Fig. 1: M4 wires
(2 px per um) Supply wires on this layer in gray.
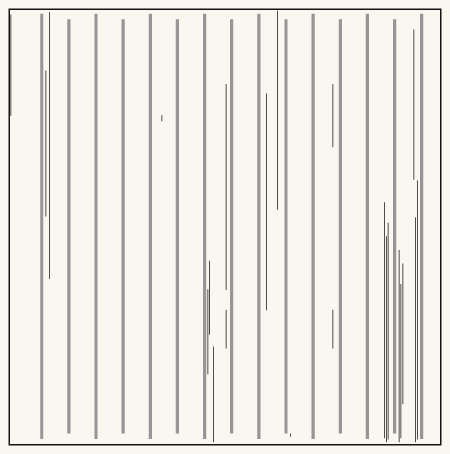
Fig. 2: routing congestion map
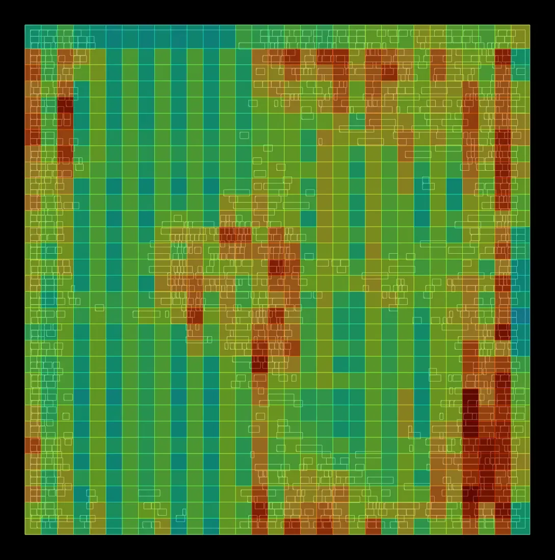
<file path="src/rtl/tilelink_nto1_arbiter_if.sv">
// ============================================================================
// Module   : tilelink_nto1_arbiter_if
// Brief    : Bundles the M upstream TL-UL A/D ports and the single downstream
//            TL-UL A/D port of the N-to-1 arbiter.
// Revision : 1.0 - initial release
// ============================================================================
`default_nettype none

interface tilelink_nto1_arbiter_if #(
    parameter int M     = 3,
    parameter int TL_DW = 32,
    parameter int TL_AW = 32,
    parameter int TL_RS = 4,
    parameter int TL_SZ = 4
);
    localparam int IW = (M > 1) ? $clog2(M) : 1;
    localparam int SW = TL_RS + IW;

    // Upstream A channel, master i at slice i
    logic [M-1:0][2:0]         master_a_opcode;
    logic [M-1:0][2:0]         master_a_param;
    logic [M-1:0][TL_SZ-1:0]   master_a_size;
    logic [M-1:0][TL_RS-1:0]   master_a_source;
    logic [M-1:0][TL_AW-1:0]   master_a_address;
    logic [M-1:0][TL_DW/8-1:0] master_a_mask;
    logic [M-1:0][TL_DW-1:0]   master_a_data;
    logic [M-1:0]              master_a_corrupt;
    logic [M-1:0]              master_a_valid;
    logic [M-1:0]              master_a_ready;

    // Upstream D channel
    logic [M-1:0][2:0]         master_d_opcode;
    logic [M-1:0][1:0]         master_d_param;
    logic [M-1:0][TL_SZ-1:0]   master_d_size;
    logic [M-1:0][TL_RS-1:0]   master_d_source;
    logic [M-1:0]              master_d_denied;
    logic [M-1:0][TL_DW-1:0]   master_d_data;
    logic [M-1:0]              master_d_corrupt;
    logic [M-1:0]              master_d_valid;
    logic [M-1:0]              master_d_ready;

    // Downstream A channel
    logic [2:0]                slave_a_opcode;
    logic [2:0]                slave_a_param;
    logic [TL_SZ-1:0]          slave_a_size;
    logic [SW-1:0]             slave_a_source;
    logic [TL_AW-1:0]          slave_a_address;
    logic [TL_DW/8-1:0]        slave_a_mask;
    logic [TL_DW-1:0]          slave_a_data;
    logic                      slave_a_corrupt;
    logic                      slave_a_valid;
    logic                      slave_a_ready;

    // Downstream D channel
    logic [2:0]                slave_d_opcode;
    logic [1:0]                slave_d_param;
    logic [TL_SZ-1:0]          slave_d_size;
    logic [SW-1:0]             slave_d_source;
    logic                      slave_d_denied;
    logic [TL_DW-1:0]          slave_d_data;
    logic                      slave_d_corrupt;
    logic                      slave_d_valid;
    logic                      slave_d_ready;

    // Arbiter view: it is the slave of the upstream masters
    modport slave (
        input  master_a_opcode, master_a_param, master_a_size, master_a_source,
               master_a_address, master_a_mask, master_a_data, master_a_corrupt,
               master_a_valid,
        output master_a_ready,
        output master_d_opcode, master_d_param, master_d_size, master_d_source,
               master_d_denied, master_d_data, master_d_corrupt, master_d_valid,
        input  master_d_ready,
        output slave_a_opcode, slave_a_param, slave_a_size, slave_a_source,
               slave_a_address, slave_a_mask, slave_a_data, slave_a_corrupt,
               slave_a_valid,
        input  slave_a_ready,
        input  slave_d_opcode, slave_d_param, slave_d_size, slave_d_source,
               slave_d_denied, slave_d_data, slave_d_corrupt, slave_d_valid,
        output slave_d_ready
    );

    // Environment view: upstream masters plus the downstream decoder
    modport master (
        output master_a_opcode, master_a_param, master_a_size, master_a_source,
               master_a_address, master_a_mask, master_a_data, master_a_corrupt,
               master_a_valid,
        input  master_a_ready,
        input  master_d_opcode, master_d_param, master_d_size, master_d_source,
               master_d_denied, master_d_data, master_d_corrupt, master_d_valid,
        output master_d_ready,
        input  slave_a_opcode, slave_a_param, slave_a_size, slave_a_source,
               slave_a_address, slave_a_mask, slave_a_data, slave_a_corrupt,
               slave_a_valid,
        output slave_a_ready,
        output slave_d_opcode, slave_d_param, slave_d_size, slave_d_source,
               slave_d_denied, slave_d_data, slave_d_corrupt, slave_d_valid,
        input  slave_d_ready
    );
endinterface

`default_nettype wire

</file>
<file path="src/rtl/tilelink_nto1_arbiter.sv">
// ============================================================================
// Module   : tilelink_nto1_arbiter
// Brief    : M-to-1 TL-UL arbiter with registered A stage, burst lock for
//            multi-beat Put and source-tag routing of D responses.
// Config   : TL_NTO1_FIXED_PRIO_EN selects fixed lowest-index priority
//            instead of round-robin.
// Revision : 1.0 - initial release
// ============================================================================
`default_nettype none

module tilelink_nto1_arbiter #(
    parameter int M     = 3,
    parameter int TL_DW = 32,
    parameter int TL_AW = 32,
    parameter int TL_RS = 4,
    parameter int TL_SZ = 4
) (
    input  logic                   tilelink_clock_i,
    input  logic                   tilelink_reset_i,
    tilelink_nto1_arbiter_if.slave bus,
    output logic                   decode_err_o
);
    localparam int IW     = (M > 1) ? $clog2(M) : 1;
    localparam int SW     = TL_RS + IW;
    localparam int LOG_BB = $clog2(TL_DW / 8);
    localparam int CW     = 12;
    localparam logic [IW:0] M_EXT = (IW + 1)'(M);

    logic                lock_q, lock_d;
    logic [IW-1:0]       lock_idx_q, lock_idx_d;
    logic [CW-1:0]       beat_cnt_q, beat_cnt_d;
`ifndef TL_NTO1_FIXED_PRIO_EN
    logic [IW-1:0]       rr_ptr_q, rr_ptr_d;
`endif
    logic                a_valid_q, a_valid_d;
    logic [2:0]          a_opcode_q;
    logic [2:0]          a_param_q;
    logic [TL_SZ-1:0]    a_size_q;
    logic [SW-1:0]       a_source_q;
    logic [TL_AW-1:0]    a_address_q;
    logic [TL_DW/8-1:0]  a_mask_q;
    logic [TL_DW-1:0]    a_data_q;
    logic                a_corrupt_q;
    logic                decode_err_q;

    logic [IW:0]         w_cand;
    logic [IW-1:0]       w_gnt_idx;
    logic                w_gnt_any;
    logic [M-1:0]        w_grant;
    logic                w_can_load;
    logic                w_accept;
    logic                w_put_multi;
    logic [TL_SZ-1:0]    w_shift;
    logic [CW-1:0]       w_burst_cnt;
    logic [IW-1:0]       w_d_idx;
    logic                w_d_bad;

    // Grant: locked master only, else first requester scanning from the pointer
    always_comb begin
        w_cand    = '0;
        w_gnt_idx = '0;
        w_gnt_any = 1'b0;
        if (lock_q) begin
            w_gnt_idx = lock_idx_q;
            w_gnt_any = 1'b1;
        end else begin
            for (int k = 0; k < M; k++) begin
`ifdef TL_NTO1_FIXED_PRIO_EN
                w_cand = (IW + 1)'(k);
`else
                w_cand = {1'b0, rr_ptr_q} + (IW + 1)'(k);
                if (w_cand >= M_EXT) begin
                    w_cand = w_cand - M_EXT;
                end
`endif
                if (!w_gnt_any && bus.master_a_valid[w_cand[IW-1:0]]) begin
                    w_gnt_any = 1'b1;
                    w_gnt_idx = w_cand[IW-1:0];
                end
            end
        end
    end

    assign w_grant    = w_gnt_any ? ({{(M-1){1'b0}}, 1'b1} << w_gnt_idx) : '0;
    assign w_can_load = !a_valid_q || bus.slave_a_ready;
    assign w_accept   = w_gnt_any && w_can_load && bus.master_a_valid[w_gnt_idx];

    assign bus.master_a_ready = w_grant & {M{w_can_load}};

    assign w_put_multi = ((bus.master_a_opcode[w_gnt_idx] == 3'd0) ||
                          (bus.master_a_opcode[w_gnt_idx] == 3'd1)) &&
                         (bus.master_a_size[w_gnt_idx] > TL_SZ'(LOG_BB));
    assign w_shift     = bus.master_a_size[w_gnt_idx] - TL_SZ'(LOG_BB);
    assign w_burst_cnt = (CW'(1) << w_shift) - CW'(1);

    always_comb begin
        lock_d     = lock_q;
        lock_idx_d = lock_idx_q;
        beat_cnt_d = beat_cnt_q;
        a_valid_d  = w_can_load ? w_accept : a_valid_q;
`ifndef TL_NTO1_FIXED_PRIO_EN
        rr_ptr_d   = rr_ptr_q;
`endif
        if (w_accept) begin
            if (lock_q) begin
                beat_cnt_d = beat_cnt_q - CW'(1);
                if (beat_cnt_q == CW'(1)) begin
                    lock_d = 1'b0;
                end
            end else begin
`ifndef TL_NTO1_FIXED_PRIO_EN
                rr_ptr_d = (w_gnt_idx == IW'(M - 1)) ? '0 : w_gnt_idx + IW'(1);
`endif
                if (w_put_multi) begin
                    lock_d     = 1'b1;
                    lock_idx_d = w_gnt_idx;
                    beat_cnt_d = w_burst_cnt;
                end
            end
        end
    end

    always_ff @(posedge tilelink_clock_i or posedge tilelink_reset_i) begin
        if (tilelink_reset_i) begin
            lock_q       <= 1'b0;
            lock_idx_q   <= '0;
            beat_cnt_q   <= '0;
            a_valid_q    <= 1'b0;
            decode_err_q <= 1'b0;
`ifndef TL_NTO1_FIXED_PRIO_EN
            rr_ptr_q     <= '0;
`endif
        end else begin
            lock_q       <= lock_d;
            lock_idx_q   <= lock_idx_d;
            beat_cnt_q   <= beat_cnt_d;
            a_valid_q    <= a_valid_d;
            decode_err_q <= decode_err_q | (bus.slave_d_valid & w_d_bad);
`ifndef TL_NTO1_FIXED_PRIO_EN
            rr_ptr_q     <= rr_ptr_d;
`endif
        end
    end

    // Payload needs no reset: it is only observed while a_valid_q is set
    always_ff @(posedge tilelink_clock_i) begin
        if (w_accept) begin
            a_opcode_q  <= bus.master_a_opcode[w_gnt_idx];
            a_param_q   <= bus.master_a_param[w_gnt_idx];
            a_size_q    <= bus.master_a_size[w_gnt_idx];
            a_source_q  <= {w_gnt_idx, bus.master_a_source[w_gnt_idx]};
            a_address_q <= bus.master_a_address[w_gnt_idx];
            a_mask_q    <= bus.master_a_mask[w_gnt_idx];
            a_data_q    <= bus.master_a_data[w_gnt_idx];
            a_corrupt_q <= bus.master_a_corrupt[w_gnt_idx];
        end
    end

    assign bus.slave_a_valid   = a_valid_q;
    assign bus.slave_a_opcode  = a_opcode_q;
    assign bus.slave_a_param   = a_param_q;
    assign bus.slave_a_size    = a_size_q;
    assign bus.slave_a_source  = a_source_q;
    assign bus.slave_a_address = a_address_q;
    assign bus.slave_a_mask    = a_mask_q;
    assign bus.slave_a_data    = a_data_q;
    assign bus.slave_a_corrupt = a_corrupt_q;

    // D routing by the index tag; an out-of-range tag is swallowed
    assign w_d_idx = bus.slave_d_source[SW-1:TL_RS];
    assign w_d_bad = ({1'b0, w_d_idx} >= M_EXT);

    always_comb begin
        bus.master_d_valid   = '0;
        bus.master_d_opcode  = '0;
        bus.master_d_param   = '0;
        bus.master_d_size    = '0;
        bus.master_d_source  = '0;
        bus.master_d_denied  = '0;
        bus.master_d_data    = '0;
        bus.master_d_corrupt = '0;
        for (int j = 0; j < M; j++) begin
            bus.master_d_valid[j]   = bus.slave_d_valid && (w_d_idx == IW'(j));
            bus.master_d_opcode[j]  = bus.slave_d_opcode;
            bus.master_d_param[j]   = bus.slave_d_param;
            bus.master_d_size[j]    = bus.slave_d_size;
            bus.master_d_source[j]  = bus.slave_d_source[TL_RS-1:0];
            bus.master_d_denied[j]  = bus.slave_d_denied;
            bus.master_d_data[j]    = bus.slave_d_data;
            bus.master_d_corrupt[j] = bus.slave_d_corrupt;
        end
    end

    assign bus.slave_d_ready = w_d_bad || bus.master_d_ready[w_d_idx];
    assign decode_err_o      = decode_err_q;

endmodule

`default_nettype wire

</file>
<file path="src/flat_wrapper.sv">
// flat-port wrapper written by rule: the top's interface ports become plain ports
module tilelink_nto1_arbiter_flat 
#(
    parameter int M     = 3,
    parameter int TL_DW = 32,
    parameter int TL_AW = 32,
    parameter int TL_RS = 4,
    parameter int TL_SZ = 4
)
  (tilelink_clock_i, tilelink_reset_i, decode_err_o, bus_master_a_opcode, bus_master_a_param, bus_master_a_size, bus_master_a_source, bus_master_a_address, bus_master_a_mask, bus_master_a_data, bus_master_a_corrupt, bus_master_a_valid, bus_master_a_ready, bus_master_d_opcode, bus_master_d_param, bus_master_d_size, bus_master_d_source, bus_master_d_denied, bus_master_d_data, bus_master_d_corrupt, bus_master_d_valid, bus_master_d_ready, bus_slave_a_opcode, bus_slave_a_param, bus_slave_a_size, bus_slave_a_source, bus_slave_a_address, bus_slave_a_mask, bus_slave_a_data, bus_slave_a_corrupt, bus_slave_a_valid, bus_slave_a_ready, bus_slave_d_opcode, bus_slave_d_param, bus_slave_d_size, bus_slave_d_source, bus_slave_d_denied, bus_slave_d_data, bus_slave_d_corrupt, bus_slave_d_valid, bus_slave_d_ready);
  tilelink_nto1_arbiter_if #(.M(M), .TL_DW(TL_DW), .TL_AW(TL_AW), .TL_RS(TL_RS), .TL_SZ(TL_SZ)) bus_i ();
  input  logic tilelink_clock_i;
  input  logic tilelink_reset_i;
  output logic decode_err_o;
  input wire logic [$bits(bus_i.master_a_opcode)-1:0] bus_master_a_opcode;
  input wire logic [$bits(bus_i.master_a_param)-1:0] bus_master_a_param;
  input wire logic [$bits(bus_i.master_a_size)-1:0] bus_master_a_size;
  input wire logic [$bits(bus_i.master_a_source)-1:0] bus_master_a_source;
  input wire logic [$bits(bus_i.master_a_address)-1:0] bus_master_a_address;
  input wire logic [$bits(bus_i.master_a_mask)-1:0] bus_master_a_mask;
  input wire logic [$bits(bus_i.master_a_data)-1:0] bus_master_a_data;
  input wire logic [$bits(bus_i.master_a_corrupt)-1:0] bus_master_a_corrupt;
  input wire logic [$bits(bus_i.master_a_valid)-1:0] bus_master_a_valid;
  output wire logic [$bits(bus_i.master_a_ready)-1:0] bus_master_a_ready;
  output wire logic [$bits(bus_i.master_d_opcode)-1:0] bus_master_d_opcode;
  output wire logic [$bits(bus_i.master_d_param)-1:0] bus_master_d_param;
  output wire logic [$bits(bus_i.master_d_size)-1:0] bus_master_d_size;
  output wire logic [$bits(bus_i.master_d_source)-1:0] bus_master_d_source;
  output wire logic [$bits(bus_i.master_d_denied)-1:0] bus_master_d_denied;
  output wire logic [$bits(bus_i.master_d_data)-1:0] bus_master_d_data;
  output wire logic [$bits(bus_i.master_d_corrupt)-1:0] bus_master_d_corrupt;
  output wire logic [$bits(bus_i.master_d_valid)-1:0] bus_master_d_valid;
  input wire logic [$bits(bus_i.master_d_ready)-1:0] bus_master_d_ready;
  output wire logic [$bits(bus_i.slave_a_opcode)-1:0] bus_slave_a_opcode;
  output wire logic [$bits(bus_i.slave_a_param)-1:0] bus_slave_a_param;
  output wire logic [$bits(bus_i.slave_a_size)-1:0] bus_slave_a_size;
  output wire logic [$bits(bus_i.slave_a_source)-1:0] bus_slave_a_source;
  output wire logic [$bits(bus_i.slave_a_address)-1:0] bus_slave_a_address;
  output wire logic [$bits(bus_i.slave_a_mask)-1:0] bus_slave_a_mask;
  output wire logic [$bits(bus_i.slave_a_data)-1:0] bus_slave_a_data;
  output wire logic [$bits(bus_i.slave_a_corrupt)-1:0] bus_slave_a_corrupt;
  output wire logic [$bits(bus_i.slave_a_valid)-1:0] bus_slave_a_valid;
  input wire logic [$bits(bus_i.slave_a_ready)-1:0] bus_slave_a_ready;
  input wire logic [$bits(bus_i.slave_d_opcode)-1:0] bus_slave_d_opcode;
  input wire logic [$bits(bus_i.slave_d_param)-1:0] bus_slave_d_param;
  input wire logic [$bits(bus_i.slave_d_size)-1:0] bus_slave_d_size;
  input wire logic [$bits(bus_i.slave_d_source)-1:0] bus_slave_d_source;
  input wire logic [$bits(bus_i.slave_d_denied)-1:0] bus_slave_d_denied;
  input wire logic [$bits(bus_i.slave_d_data)-1:0] bus_slave_d_data;
  input wire logic [$bits(bus_i.slave_d_corrupt)-1:0] bus_slave_d_corrupt;
  input wire logic [$bits(bus_i.slave_d_valid)-1:0] bus_slave_d_valid;
  output wire logic [$bits(bus_i.slave_d_ready)-1:0] bus_slave_d_ready;
  assign bus_i.master_a_opcode = bus_master_a_opcode;
  assign bus_i.master_a_param = bus_master_a_param;
  assign bus_i.master_a_size = bus_master_a_size;
  assign bus_i.master_a_source = bus_master_a_source;
  assign bus_i.master_a_address = bus_master_a_address;
  assign bus_i.master_a_mask = bus_master_a_mask;
  assign bus_i.master_a_data = bus_master_a_data;
  assign bus_i.master_a_corrupt = bus_master_a_corrupt;
  assign bus_i.master_a_valid = bus_master_a_valid;
  assign bus_master_a_ready = bus_i.master_a_ready;
  assign bus_master_d_opcode = bus_i.master_d_opcode;
  assign bus_master_d_param = bus_i.master_d_param;
  assign bus_master_d_size = bus_i.master_d_size;
  assign bus_master_d_source = bus_i.master_d_source;
  assign bus_master_d_denied = bus_i.master_d_denied;
  assign bus_master_d_data = bus_i.master_d_data;
  assign bus_master_d_corrupt = bus_i.master_d_corrupt;
  assign bus_master_d_valid = bus_i.master_d_valid;
  assign bus_i.master_d_ready = bus_master_d_ready;
  assign bus_slave_a_opcode = bus_i.slave_a_opcode;
  assign bus_slave_a_param = bus_i.slave_a_param;
  assign bus_slave_a_size = bus_i.slave_a_size;
  assign bus_slave_a_source = bus_i.slave_a_source;
  assign bus_slave_a_address = bus_i.slave_a_address;
  assign bus_slave_a_mask = bus_i.slave_a_mask;
  assign bus_slave_a_data = bus_i.slave_a_data;
  assign bus_slave_a_corrupt = bus_i.slave_a_corrupt;
  assign bus_slave_a_valid = bus_i.slave_a_valid;
  assign bus_i.slave_a_ready = bus_slave_a_ready;
  assign bus_i.slave_d_opcode = bus_slave_d_opcode;
  assign bus_i.slave_d_param = bus_slave_d_param;
  assign bus_i.slave_d_size = bus_slave_d_size;
  assign bus_i.slave_d_source = bus_slave_d_source;
  assign bus_i.slave_d_denied = bus_slave_d_denied;
  assign bus_i.slave_d_data = bus_slave_d_data;
  assign bus_i.slave_d_corrupt = bus_slave_d_corrupt;
  assign bus_i.slave_d_valid = bus_slave_d_valid;
  assign bus_slave_d_ready = bus_i.slave_d_ready;
  tilelink_nto1_arbiter #(.M(M), .TL_DW(TL_DW), .TL_AW(TL_AW), .TL_RS(TL_RS), .TL_SZ(TL_SZ)) u_core (.tilelink_clock_i(tilelink_clock_i), .tilelink_reset_i(tilelink_reset_i), .bus(bus_i), .decode_err_o(decode_err_o));
endmodule
</file>
<file path="config.mk">
export PLATFORM = sky130hd
export DESIGN_NAME = tilelink_nto1_arbiter_flat
export DESIGN_NICKNAME = d
export VERILOG_FILES = /design/src/rtl/tilelink_nto1_arbiter_if.sv /design/src/rtl/tilelink_nto1_arbiter.sv /design/src/flat_wrapper.sv
export SDC_FILE = /design/constraint.sdc
export NUM_CORES = 1
export LEC_CHECK = 0
export CAP_MARGIN = 5
export CORE_AREA = 2 2 213 215
export CTS_BUF_LIST = sky130_fd_sc_hd__clkbuf_8
export DETAILED_ROUTE_END_ITERATION = 16
export DIE_AREA = 0 0 215 217
export GPL_TIMING_DRIVEN = 0
export SETUP_SLACK_MARGIN = 0.2
export SYNTH_ARGS = -nofsm -noshare
export SYNTH_HDL_FRONTEND = slang
export SYNTH_SLANG_ARGS = --single-unit
</file>
<file path="constraint.sdc">
create_clock -name tilelink_clock_i -period 5.4 [get_ports tilelink_clock_i]
set_clock_uncertainty 0.05 [all_clocks]
set_input_delay 1.08 -clock tilelink_clock_i [delete_from_list [all_inputs] [get_ports tilelink_clock_i]]
set_output_delay 1.08 -clock tilelink_clock_i [all_outputs]
set_load 0.05 [all_outputs]
</file>
==> impl_metrics.py <==
# Auto-generated metrics
metrics = {
    "outcome": {
        "status": "finished, final reports clean",
    },
    "run": {
        "maxCapViolCount": 0,
        "warning_count": 31,
    },
    "synth": {
        "synthMostInstantiatedCell": "buf_4",
        "synth-edff-count": 85,
        "synthAoiAreaFrac": 0.149,
        "common_cells": "buf_4 (144), nand2_1 (105), o21ai_0 (101), edfxtp_1 (85), mux2i_1 (82)",
        "ys_sh_adder": 0.0120,
        "synth_cell_types": 77,
        "ys_area_um2": 7300,
        "synth_seq_share": 0.415,
        "muxShareOfSynthArea": 0.114,
        "top_area_cell": "edfxtp_1",
        "async_flop_share": 0.183,
    },
    "timing": {
        "fin_crit_ns": 5.08,
        "maxSlewHeadroom": 0.186,
        "drv_slew": 0,
        "hold_viol_final": 0,
        "timing.hold.ws_ns": 0.438,
        "finalClockPeriodUsage": 0.940,
        "setup_violations": 0,
    },
    "cells_and_area": {
        "drive_gt1_frac": 0.157,
        "fin_nets": 1576,
        "final_common_cell": "clkdlybuf4s50_1",
        "final_cell_area_um2": 13300,
        "nFillCells": 4692,
        "final_cell_mix": "clkdlybuf4s50_1 (493), buf_4 (144), nand2_1 (105), o21ai_0 (100), edfxtp_1 (85)",
        "logic_area_um2": 3030,
    },
    "place": {
        "io_buffers": 495,
        "dp_cells": 1850,
        "post_dp_cell_area_um2": 13000,
    },
    "clocking": {
        "clkSinkCount": 104,
        "cts_resized": 7,
        "cts_tree": "yes",
        "hold_buffers": 0,
        "root_buffer": "clkbuf_8",
    },
    "critical_path": {
        "crit_arrival_ns": 3.95,
        "cp-start-kind": "primary input",
        "crit_required_ns": 4.27,
        "critical_path.endpoint_type": "output pin",
        "cpMaxStageDelayCell": "clkdlybuf4s50_1",
    },
    "grt": {
        "gr-total-overflow": 0,
        "grt_use_met2": 0.272,
        "grt.total_usage": 0.149,
        "grt_pass1_wl_um": 51300,
        "antenna_found_initial": 5,
        "grt_max_degree": 66,
        "grt_util_met3": 0.0401,
    },
    "detailed_routing": {
        "wirelength_um": 36000,
        "top_layer_used": "met5",
        "wl_met3_um": 2620,
        "vias": 7530,
        "drt_iter0_drc": 319,
        "met2WireLength_um": 18400,
        "via_per_inst": 4.03,
    },
    "worst_hold_path": {
        "hold_class": "flop to flop",
    },
    "power_and_ir_drop": {
        "ir_drop_mv": 0.527,
        "cellLeakagePower_nw": 5.32,
        "power_density_nw_per_um2": 606,
    },
    "floorplanning": {
        "die_y_um": 217,
        "ios": 543,
        "initial_core_util": 0.163,
        "fp.dieW_um": 215,
    },
}
## Picture notes: Fig. 1
nets with wire on the layer: 18
wire length on this layer: 1650 um
longest straight run: 133 um
main direction: vertical

## Picture notes: Fig. 2
GR Util met1: 0.155
wire length per cell: 19.3 um
Most Crowded Layer GR: met2
Layout Utilization: 0.297

layout make-up:
cell class	instances	share of cell area
diodes	2	0.000377
plain buffers	177	0.0919
clock buffers	9	0.00933
clock inverters	7	0.00471
inverters	18	0.00528
multi-input cells	455	0.228
flip-flops and latches	104	0.228
well taps	600	0.0565
repair buffers	496	0.375
sequential cells by signal (all words and copies together) (netlist names), 2 cells and up:
register and count:
u_core.bus.slave_a_opcode 3, u_core.bus.slave_a_size 4, u_core.lock_idx_q 2, u_core.beat_cnt_q 12
u_core.bus.slave_a_source 6, u_core.bus.slave_a_param 3, u_core.bus.slave_a_mask 4, u_core.bus.slave_a_data 32
u_core.bus.slave_a_address 32, u_core.rr_ptr_q 2
per-stage QoR:
| step | setup TNS [ns] | setup WS [ns] |
|---|---|---|
| 2_1_floorplan | 0 | 0.525 |
| 3_3_place_gp | -98.09 | -1.35 |
| 3_5_place_dp | -2.95 | -0.894 |
| 4_1_cts | 0 | 0.251 |
| 5_1_grt | 0 | 0.140 |
| 6_report | 0 | 0.323 |
power by group:
group | leakage (nW) | switching, W | internal (W)
Clock | 0.0974 | 0.000331 | 0.000180
Combinational | 4.18 | 0.00385 | 0.00191
Sequential | 1.04 | 0.000186 | 0.00159
Total | 5.32 | 0.00437 | 0.00367
final timing paths:
check                                            from  depth (start not counted)                     to
worst max-delay path            bus_master_a_valid[1]                          7  bus_master_a_ready[0]
worst min-delay path              u_core.decode_err_o                          1    u_core.decode_err_o
worst max register to register     u_core.rr_ptr_q[1]                         17  u_core.beat_cnt_q[10]
worst min register to register    u_core.decode_err_o                          1    u_core.decode_err_o
max in group asynchronous            tilelink_reset_i                          2     u_core.rr_ptr_q[0]
min in group asynchronous            tilelink_reset_i                          2    u_core.decode_err_o
Power figures rest on the tool's default switching activity, not on a simulated workload.
